===== config.mk =====
export PLATFORM = sky130hd
export DESIGN_NAME = pcileech_ft601_responder
export DESIGN_NICKNAME = d
export VERILOG_FILES = /design/src/rtl/pcileech_ft601_pkg.sv /design/src/rtl/pcileech_ft601_resp_fifo.sv /design/src/rtl/pcileech_ft601_responder.sv
export SDC_FILE = /design/constraint.sdc
export NUM_CORES = 1
export LEC_CHECK = 0
export CORE_MARGIN = 2
export CORE_UTILIZATION = 55
export CTS_CLUSTER_SIZE = 10
export DETAILED_ROUTE_END_ITERATION = 10
export PLACE_DENSITY = 0.73
export SYNTH_ARGS = -nofsm -noshare
export SYNTH_HDL_FRONTEND = slang
export SYNTH_HIERARCHICAL = 1
export SYNTH_SLANG_ARGS = --single-unit

===== constraint.sdc =====
create_clock -name clk -period 5.5 [get_ports clk]
set_input_delay 1.65 -clock clk [delete_from_list [all_inputs] [get_ports clk]]
set_output_delay 1.65 -clock clk [all_outputs]
set_load 0.05 [all_outputs]

===== src/rtl/pcileech_ft601_pkg.sv =====
// Shared types and constants for the FT601 chip-side responder.
package pcileech_ft601_pkg;

    typedef enum logic [1:0] {
        ST_IDLE,
        ST_RD,
        ST_WR,
        ST_ERR
    } bus_state_t;

    localparam logic [3:0] FT601_BE_FULL = 4'hF;
    localparam int         CNT_W         = 16;

    function automatic logic [CNT_W-1:0] sat_inc(input logic [CNT_W-1:0] v);
        return (&v) ? v : v + 1'b1;
    endfunction

endpackage


===== src/rtl/pcileech_ft601_resp_fifo.sv =====
// Synchronous show-ahead FIFO with occupancy count; callers never pop empty
// and only push at full when popping in the same cycle.
module pcileech_ft601_resp_fifo #(
    parameter int WIDTH      = 32,
    parameter int DEPTH_LOG2 = 4
) (
    input  logic                  clk,
    input  logic                  clr,
    input  logic                  push,
    input  logic [WIDTH-1:0]      push_data,
    input  logic                  pop,
    output logic [WIDTH-1:0]      head,
    output logic                  empty,
    output logic                  full,
    output logic [DEPTH_LOG2:0]   count
);

    localparam int DEPTH = 1 << DEPTH_LOG2;

    logic [WIDTH-1:0]    mem [DEPTH];
    logic [DEPTH_LOG2:0] wptr;
    logic [DEPTH_LOG2:0] rptr;

    always_ff @(posedge clk) begin
        if (clr) begin
            wptr <= '0;
            rptr <= '0;
        end else begin
            if (push) wptr <= wptr + 1'b1;
            if (pop)  rptr <= rptr + 1'b1;
        end
    end

    always_ff @(posedge clk) begin
        if (push && !clr) mem[wptr[DEPTH_LOG2-1:0]] <= push_data;
    end

    // Extra pointer bit separates full from empty when the index bits match.
    assign head  = mem[rptr[DEPTH_LOG2-1:0]];
    assign empty = (wptr == rptr);
    assign full  = (wptr[DEPTH_LOG2] != rptr[DEPTH_LOG2]) &&
                   (wptr[DEPTH_LOG2-1:0] == rptr[DEPTH_LOG2-1:0]);
    assign count = wptr - rptr;

endmodule


===== src/rtl/pcileech_ft601_responder.sv =====
// FT601 245-mode chip model: injected words are served on the read protocol,
// FPGA writes are captured and handed out on a stream port.
module pcileech_ft601_responder
    import pcileech_ft601_pkg::*;
#(
    parameter int RX_DEPTH_LOG2 = 4,
    parameter int TX_DEPTH_LOG2 = 4
) (
    input  logic              clk,
    input  logic              rst,
    input  logic [31:0]       inj_data,
    input  logic              inj_valid,
    output logic              inj_ready,
    output logic [31:0]       cap_data,
    output logic [3:0]        cap_be,
    output logic              cap_valid,
    input  logic              cap_ready,
    input  logic [31:0]       ft601_data_in,
    input  logic [3:0]        ft601_be_in,
    output logic [31:0]       ft601_data_out,
    output logic [3:0]        ft601_be_out,
    output logic              ft601_data_oe,
    output logic              ft601_rxf_n,
    output logic              ft601_txe_n,
    input  logic              ft601_rd_n,
    input  logic              ft601_oe_n,
    input  logic              ft601_wr_n,
    input  logic              ft601_rst_n,
    output logic              err_conflict,
    output logic [CNT_W-1:0]  drop_count,
    output logic [CNT_W-1:0]  underrun_count
);

    logic flush;
    assign flush = rst | ~ft601_rst_n;

    bus_state_t state, state_nxt;

    logic [31:0]              rx_head;
    logic                     rx_empty, rx_full, rx_push, rx_pop;
    logic [RX_DEPTH_LOG2:0]   rx_count;
    logic [35:0]              tx_head;
    logic                     tx_empty, tx_full, tx_push, tx_pop;
    logic [TX_DEPTH_LOG2:0]   tx_count;

    logic wr_try, underrun, drop;

    always_ff @(posedge clk) begin
        if (flush) state <= ST_IDLE;
        else       state <= state_nxt;
    end

    always_comb begin
        state_nxt = state;
        if (!ft601_oe_n && !ft601_wr_n) begin
            state_nxt = ST_ERR;
        end else begin
            case (state)
                ST_IDLE: if (!ft601_oe_n)     state_nxt = ST_RD;
                         else if (!ft601_wr_n) state_nxt = ST_WR;
                ST_RD:   if (ft601_oe_n)       state_nxt = ST_IDLE;
                ST_WR:   if (ft601_wr_n)       state_nxt = ST_IDLE;
                default: if (ft601_oe_n && ft601_wr_n) state_nxt = ST_IDLE;
            endcase
        end
    end

    assign inj_ready = ~rx_full;
    assign rx_push   = inj_valid & ~rx_full;
    assign rx_pop    = (state == ST_RD) & ~ft601_rd_n & ~ft601_oe_n & ~rx_empty;
    assign underrun  = (state != ST_ERR) & ~ft601_rd_n & ~ft601_oe_n & rx_empty;

    assign cap_valid = ~tx_empty;
    assign tx_pop    = ~tx_empty & cap_ready;
    // A write at full still lands if the capture side frees a slot this cycle.
    assign wr_try    = (state != ST_ERR) & ~ft601_wr_n & ft601_oe_n;
    assign tx_push   = wr_try & (~tx_full | tx_pop);
    assign drop      = wr_try & tx_full & ~tx_pop;

    pcileech_ft601_resp_fifo #(.WIDTH(32), .DEPTH_LOG2(RX_DEPTH_LOG2)) u_rx (
        .clk       (clk),
        .clr       (flush),
        .push      (rx_push),
        .push_data (inj_data),
        .pop       (rx_pop),
        .head      (rx_head),
        .empty     (rx_empty),
        .full      (rx_full),
        .count     (rx_count)
    );

    pcileech_ft601_resp_fifo #(.WIDTH(36), .DEPTH_LOG2(TX_DEPTH_LOG2)) u_tx (
        .clk       (clk),
        .clr       (flush),
        .push      (tx_push),
        .push_data ({ft601_data_in, ft601_be_in}),
        .pop       (tx_pop),
        .head      (tx_head),
        .empty     (tx_empty),
        .full      (tx_full),
        .count     (tx_count)
    );

    assign cap_data = tx_head[35:4];
    assign cap_be   = tx_head[3:0];

    assign ft601_rxf_n    = (rx_count == '0);
    assign ft601_txe_n    = (tx_count == (TX_DEPTH_LOG2+1)'(1 << TX_DEPTH_LOG2));
    assign ft601_data_out = rx_empty ? 32'h0 : rx_head;
    assign ft601_be_out   = ft601_data_oe ? FT601_BE_FULL : 4'h0;

    // Output enable lags oe_n by one cycle to give the bus a turnaround slot.
    always_ff @(posedge clk) begin
        if (flush) begin
            ft601_data_oe  <= 1'b0;
            err_conflict   <= 1'b0;
            drop_count     <= '0;
            underrun_count <= '0;
        end else begin
            ft601_data_oe <= ~ft601_oe_n & ft601_wr_n;
            if (state_nxt == ST_ERR) err_conflict <= 1'b1;
            if (underrun) underrun_count <= sat_inc(underrun_count);
            if (drop)     drop_count     <= sat_inc(drop_count);
        end
    end

endmodule


Fig. 1: run 1, routed clock nets over the placement
Scale bar: 100 um.
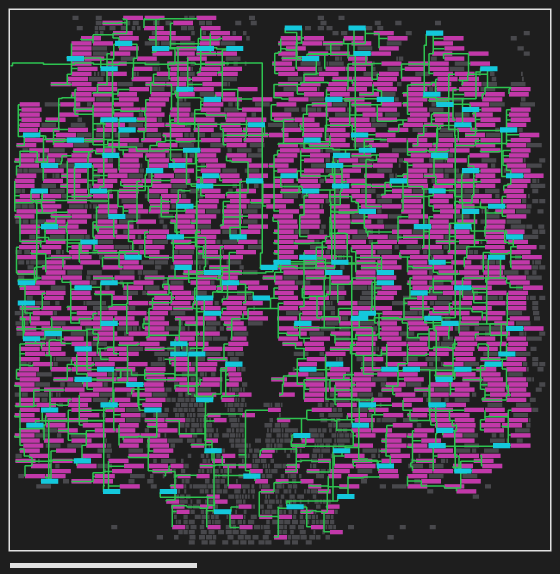
[flip-flops] magenta | count: 1152
[cells driving clock nets] cyan | count: 134
[clock wires] green | length: 12300 um
flops lie: spread over the die

Fig. 2: run 1, routing congestion
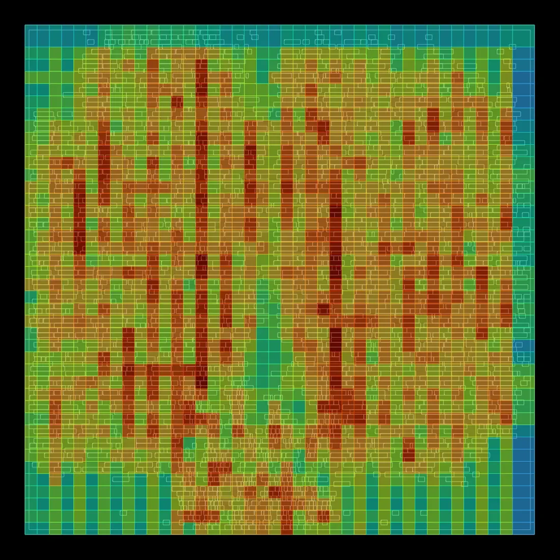
busiest grt layer: met2
gr usage total: 0.239
GR Util met3: 0.0436

Fig. 3: run 1, M2 wires
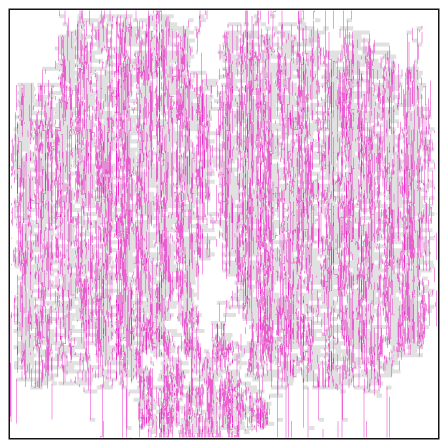
nets with wire on the layer: 2299
share of all routed wire: 53%
longest straight run: 112 um
main direction: vertical

==> run_results.csv, run 1 <==
group,metric,value,unit
clock_tree,clock_sinks,1152,
worst_setup_path,cp_data_arrival_time,3.64,ns
worst_setup_path,critical_path_class,"flop to output port",
synthesis,avgSynthCellArea,20.9,um^2
worst_setup_path,critPathLaunchType,"flop",
worst_setup_path,path_max_fanout,13,
floorplanning,core,0.0803,mm^2
clock_tree,cts.clk_slew.worst_paths,0.06,ns
floorplanning,fp-utilization,0.554,
route,top_layer_used,"met5",
route,postRouteAntennaNets,0,
layout,fin_nets,2515,
global_route,grt_pass1_wl,145,mm
synthesis,netlist_area,0.0445,mm^2
synthesis,synth_cell_type_count,53,
synthesis,top_area_cell,"edfxtp_1",
hold_path,whs_path_depth,2,
clock_tree,clockBufferDepth,3,
sta,fmax,0.189,GHz
synthesis,ys.flop_type,"edfxtp_1",
hold_path,min_from,"err_conflict$_SDFFE_PP0N_",
route,wl_met2,51.5,mm
sta,fin_tns_setup,0,ns
route,vias_per_cell,6.30,
floorplanning,die_w,288,um
clock_tree,cts_resized,0,
layout,fillers,5141,
pwr,peakVddDrop,0.293,mV
route,wl,97.5,mm
sta,final.period_utilization,0.963,
floorplanning,chipHeight,288,um
worst_setup_path,end_kind,"output port",
synthesis,yosysWarnings,6,
clock_tree,cts-root-buf,"clkbuf_16",
synthesis,common_cells,"edfxtp_1 (1088), mux4_2 (272), a22oi_1 (136), nand2_1 (100), dfxtp_1 (64)",
synthesis,synth.ff_latch_count,1152,
clock_tree,cts_buffers,134,
clock_tree,insertion_delay,0.71,ns
synthesis,edf_count,1088,
route,vias,22100,
route,met3_length,6.26,mm
synthesis,ys_chip_area,0.0445,mm^2
clock_tree,cts_tree,"built",
route,drt-met1-wl,37.2,mm
sta,fin_skew,0.0233,ns
outcome,status,"finished, final reports clean",
route,wl_per_cell,27.8,um
synthesis,synthArstFlopShare,0,
floorplanning,num_io_pins,186,
placement,dp.cells,3340,
clock_tree,htree_levels,4,
layout,area_growth,16.2,%
layout,drive_above_1_share,0.229,
hold_path,hold_path.class,"flop to flop",
worst_setup_path,crit_slowest_cell,"clkdlybuf4s50_1",
sta,finalWorstPathRequiredPeriod,5.29,ns
route,first_iter_violations,1856,
sta,tightestPinTransition,0.886,ns
global_route,grt_max_degree,50,
synthesis,yosys.stat.seqShare,0.763,
worst_setup_path,crit_chain,"inv_1 > ha_1 > nand4_1 > nor2_4 > buf_4 > nor2b_1 > clkdlybuf4s50_1",
synthesis,ys_cells,2133,
pwr,leakage,15.9,nW
synthesis,topCellsByArea,"edfxtp_1 (73%), mux4_2 (14%), dfxtp_1 (2.9%)",
worst_setup_path,slowest_delay,0.70,ns
route,drtPass1Iterations,5,
layout,seq_area,0.0340,mm^2
placement,io_buffers,185,
synthesis,syn_nets,2231,
worst_setup_path,reg2reg_slack,1.75,ns
hold_path,hold_path_end,"err_conflict$_SDFFE_PP0N_",
sta,setup_violations,0,
sta,hold_viol,0,
worst_setup_path,r2r_cells,9,
global_route,gr-total-overflow,0,
worst_setup_path,critPathRequiredTime,3.85,ns
floorplanning,die_area,0.0832,mm^2
synthesis,syn-instance-count,2133,
worst_setup_path,r2r_start,"u_rx/wptr[0]$_SDFFE_PP0P_",
synthesis,synth.top_cell.area_share,0.734,
synthesis,most_common_cell,"edfxtp_1",
floorplanning,row_count,104,
placement,hpwlAfterDp,54.5,mm
[run 1: metal layers]
layer,vias to the layer above,track usage
met4,10,0.0860
met2,838,0.411
met5,-,0
li1,9386,-
met1,11700,0.309
met3,172,0.0436
[run 1: worst max-delay path by stage]
stage / to / from
floorplan: u_tx/mem[10][0]$_DFFE_PP_ / ft601_rst_n
global placement: u_tx/mem[7][26]$_DFFE_PP_ / ft601_oe_n
detailed placement: u_tx/mem[7][17]$_DFFE_PP_ / ft601_oe_n
CTS: ft601_data_out[6] / u_rx/wptr[0]$_SDFFE_PP0P_
global route: ft601_data_out[12] / u_rx/wptr[0]$_SDFFE_PP0P_
finish: ft601_data_out[10] / u_rx/wptr[0]$_SDFFE_PP0P_
[run 1: metrics by stage]
step	hold WS (ns)	utilization	cell area (um^2)	worst slack (ns)
finish	0.484	0.644	51700	0.205
global placement	0.462	0.598	48000	0.650
floorplan	0.499	-	44500	0.834
CTS	0.490	0.644	51700	0.136
detailed placement	0.474	0.598	48000	0.537
global route	0.521	0.644	51700	0.0537
[run 1: area by class of cell]
class,count,area share
Sequential cell,1152,0.657
Multi-Input combinational cell,844,0.193
Clock buffer,156,0.0691
Timing Repair Buffer,261,0.0512
Tap cell,1060,0.0257
Clock inverter,10,0.00235
Inverter,24,0.00174
Antenna cell,3,0.000145
[run 1: cell usage in the layout, fill, tap and decap left out, types with 31 or more instances in the layout]
| cell | instances |
|---|---|
| nand2_1 | 100 |
| and2_2 | 31 |
| buf_4 | 58 |
| a21oi_1 | 31 |
| nor2b_1 | 34 |
| clkdlybuf4s50_1 | 185 |
| dfxtp_1 | 60 |
| nor2_1 | 36 |
| clkbuf_16 | 139 |
| edfxtp_1 | 1088 |
| a22oi_1 | 136 |
| mux4_2 | 272 |
[run 1: cells by family after synthesis]
kind of cell               count (synthesis)  synth area share
AOI/OAI and AO/OA                        201            0.0320
xor gates and xnor gates                  24           0.00472
adders and majority gates                 22           0.00652
buffers and inverters                    138            0.0160
DFF                                     1152             0.763
muxes                                    284             0.140
and+or+nand+nor                          312            0.0375
[run 1: flip-flops by register name, summed over array words and instances, names as in the netlist, named ones only]
name,count
u_tx/mem,576
u_rx/rptr,5
u_rx/wptr,5
ft601_data_oe,1
u_rx/mem,512
err_conflict,1
underrun_count,16
state,2
u_tx/rptr,5
drop_count,16
u_tx/wptr,5
[run 1: power breakdown]
group	internal, W	switching (W)
clock network	0.00453	0.00314
registers	0.00962	0.00000912
logic	0.000135	0.000262
total	0.0143	0.00341
[run 1: worst max-delay path: cells and delay by family (launching register included)]
kind                       cells  cell delay, ns
and+or+nand+nor                3            1.04
buffers and inverters          3            1.13
adders and majority gates      1            0.33
DFF                            1            0.42
[run 1: timing repair]
action	CTS	global route
endpoints found under the hold margin	0	0
hold buffers	0	0
endpoints found under the setup margin	0	12
Fig. 4: run 1, sub-block map
Scale bar: 100 um. Other cells in grey.
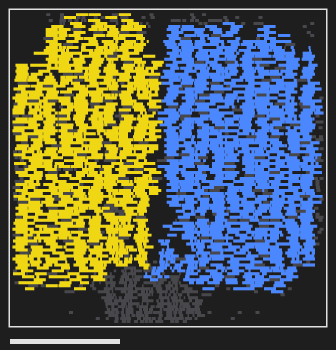

## Run 2: what changed since run 1
--- a/config.mk
+++ b/config.mk
@@ -7,6 +7,7 @@
 export LEC_CHECK = 0
 export CORE_MARGIN = 2
 export CORE_UTILIZATION = 55
+export CTS_BUF_LIST = sky130_fd_sc_hd__clkbuf_4 sky130_fd_sc_hd__clkbuf_8
 export CTS_CLUSTER_SIZE = 10
 export DETAILED_ROUTE_END_ITERATION = 10
 export PLACE_DENSITY = 0.73
Fig. 5: run 2, sub-block map
Scale bar: 100 um. Other cells in grey.
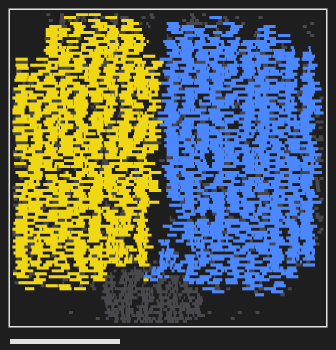
[`u_rx`] yellow | cells: 873
[`u_tx`] blue | cells: 962

Fig. 6: run 2, routing congestion
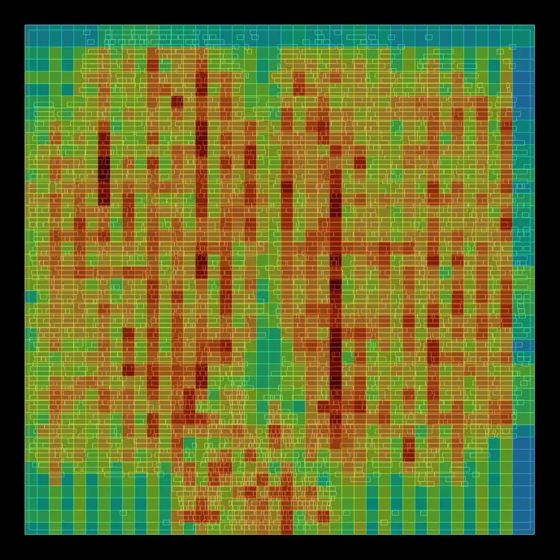
gr usage total: 0.236
GR Util met1: 0.303
final core utilization: 0.641
met2 GRT Util: 0.410
DR WL/cell: 26.4 um

==> run 2 against run 1 <==
Register-to-register slack got worse by 0.06 ns. Power down 5.3%. Hold slack improved by 0.0033 ns.
==> run_results.csv, run 2 <==
group,metric,value,unit
outcome,status,"finished, final reports clean",
floorplanning,die_w,288,um
clock_tree,cts-root-buf,"clkbuf_8",
synthesis,topCellsByArea,"edfxtp_1 (73%), mux4_2 (14%), dfxtp_1 (2.9%)",
worst_setup_path,critical_path_class,"flop to output port",
synthesis,synth.top_cell.area_share,0.734,
sta,finalWorstPathRequiredPeriod,5.32,ns
synthesis,syn-instance-count,2133,
route,top_layer_used,"met5",
layout,lay_top_count,"edfxtp_1",
route,drt-met1-wl,37.1,mm
hold_path,hold_path.class,"flop to flop",
worst_setup_path,path_max_fanout,15,
global_route,grt_max_degree,50,
route,first_iter_violations,1805,
sta,hold_viol,0,
sta,tightestPinTransition,0.842,ns
route,vias_per_cell,6.11,
synthesis,netlist_area,0.0445,mm^2
sta,slew_viol_final,0,
clock_tree,cts_buffers,175,
layout,drive_above_1_share,0.265,
pwr,peakVddDrop,0.251,mV
sta,hold-worst-slack,0.488,ns
layout,largest_register_ff_count,576,
layout,fin_nets,2562,
clock_tree,insertion_delay,0.81,ns
clock_tree,cts.clk_slew.worst_paths,0.06,ns
synthesis,avgSynthCellArea,20.9,um^2
floorplanning,core,0.0803,mm^2
layout,area_growth,15.6,%
job,drv_cap,0,
layout,fillers,5248,
clock_tree,clockBufferDepth,3,
synthesis,yosysWarnings,6,
route,vias,22300,
synthesis,yosys.stat.seqShare,0.763,
global_route,gr-total-overflow,0,
floorplanning,row_count,104,
route,wl,96.6,mm
synthesis,ys_cells,2133,
placement,io_buffers,185,
sta,grt_setup_unrepaired,"no",
synthesis,synth_cell_type_count,53,
floorplanning,fp-utilization,0.554,
clock_tree,htree_levels,4,
worst_setup_path,critPathLaunchType,"flop",
sta,final.period_utilization,0.967,
route,met3_length,6.14,mm
sta,fin_skew,0.0450,ns
floorplanning,chipHeight,288,um
route,postRouteAntennaNets,0,
clock_tree,cts-hold-fix-buffers,0,
synthesis,syn_nets,2231,
placement,dp.cells,3340,
floorplanning,die_area,0.0832,mm^2
synthesis,edf_count,1088,
synthesis,synth.ff_latch_count,1152,
synthesis,ys_chip_area,0.0445,mm^2
sta,setup_violations,0,
sta,fmax,0.188,GHz
synthesis,synthArstFlopShare,0,
synthesis,top_area_cell,"edfxtp_1",
synthesis,ys.flop_type,"edfxtp_1",
sta,fin_tns_setup,0,ns
pwr,leakage,15.9,nW
worst_setup_path,end_kind,"output port",
synthesis,most_common_cell,"edfxtp_1",
clock_tree,cts_tree,"built",
layout,layout_top_cells,"edfxtp_1 (1088), mux4_2 (272), clkdlybuf4s50_1 (184)",
synthesis,common_cells,"edfxtp_1 (1088), mux4_2 (272), a22oi_1 (136), nand2_1 (100), dfxtp_1 (64)",
route,wl_met2,51.1,mm
worst_setup_path,critPathRequiredTime,3.85,ns
clock_tree,clock_sinks,1152,
placement,hpwlAfterDp,54.5,mm
worst_setup_path,cp_data_arrival_time,3.67,ns
pwr,power,0.0168,W
[run 2: cell counts after synthesis]
Identical to the previous run, type by type.
[run 2: final timing paths]
check / start / end / slack (ns) / depth (start not counted)
worst min register to register: err_conflict$_SDFFE_PP0N_ / err_conflict$_SDFFE_PP0N_ / 0.49 / 2
worst max register to register: u_rx/wptr[0]$_SDFFE_PP0P_ / u_rx/mem[2][31]$_DFFE_PP_ / 1.69 / 9
worst min-delay path: err_conflict$_SDFFE_PP0N_ / err_conflict$_SDFFE_PP0N_ / 0.49 / 2
worst max-delay path: flop / ft601_data_out[17] / 0.18 / 7
[run 2: what timing repair did]
item                                    CTS  global route
setup buffers                             0             6
cloned                                    1             0
pin swaps                                 1             1
endpoints found under the setup margin   11            20
resized                                   0             2
[run 2: final cells by class]
type,count,area (um^2),area share
multi-input cells,844,9970,0.194
flip-flops and latches,1152,34000,0.660
clock buffers,242,2920,0.0567
well taps,1060,1330,0.0258
clock inverters,63,432,0.00839
diodes,3,7.51,0.000146
repair buffers,267,2740,0.0532
inverters,24,90.1,0.00175
[run 2: logic make-up after synthesis]
group | after synthesis | synth area share
XOR/XNOR | 24 | 0.00472
AND/OR/NAND/NOR | 312 | 0.0375
multiplexers | 284 | 0.140
buffers and inverters | 138 | 0.0160
AND-OR/OR-AND | 201 | 0.0320
flip-flops | 1152 | 0.763
adder cells (fa/ha/maj) | 22 | 0.00652
[run 2: worst max-delay path: stages (launching register included)]
cell             delay (ns)
dfxtp_1                0.45
nor2b_4                0.56
buf_4                  0.40
buf_4                  0.24
a22oi_1                0.11
nand2_1                0.11
nor2b_1                0.15
clkdlybuf4s50_1        0.83
[run 2: power breakdown]
part,internal [W],switching [W],total [W]
clock network,0.00358,0.00315,0.00673
logic,0.000140,0.000264,0.000403
registers,0.00961,0.00000835,0.00962
total,0.0133,0.00342,0.0168
[run 2: per-stage QoR]
step | setup slack, ns | area, um^2
final | 0.180 | 51400
after global routing | 0.0454 | 51400
after CTS | 0.0205 | 51300
after detailed placement | 0.537 | 48000
after global placement | 0.650 | 48000
after floorplan | 0.834 | 44500
[run 2: per-layer routing]
metal,vias to the layer above,GRT usage
met5,-,0
met4,8,0.0780
met3,164,0.0430
met2,815,0.410
met1,11800,0.303
li1,9546,-
No activity file was given, so power comes from the tool's default toggle rates.
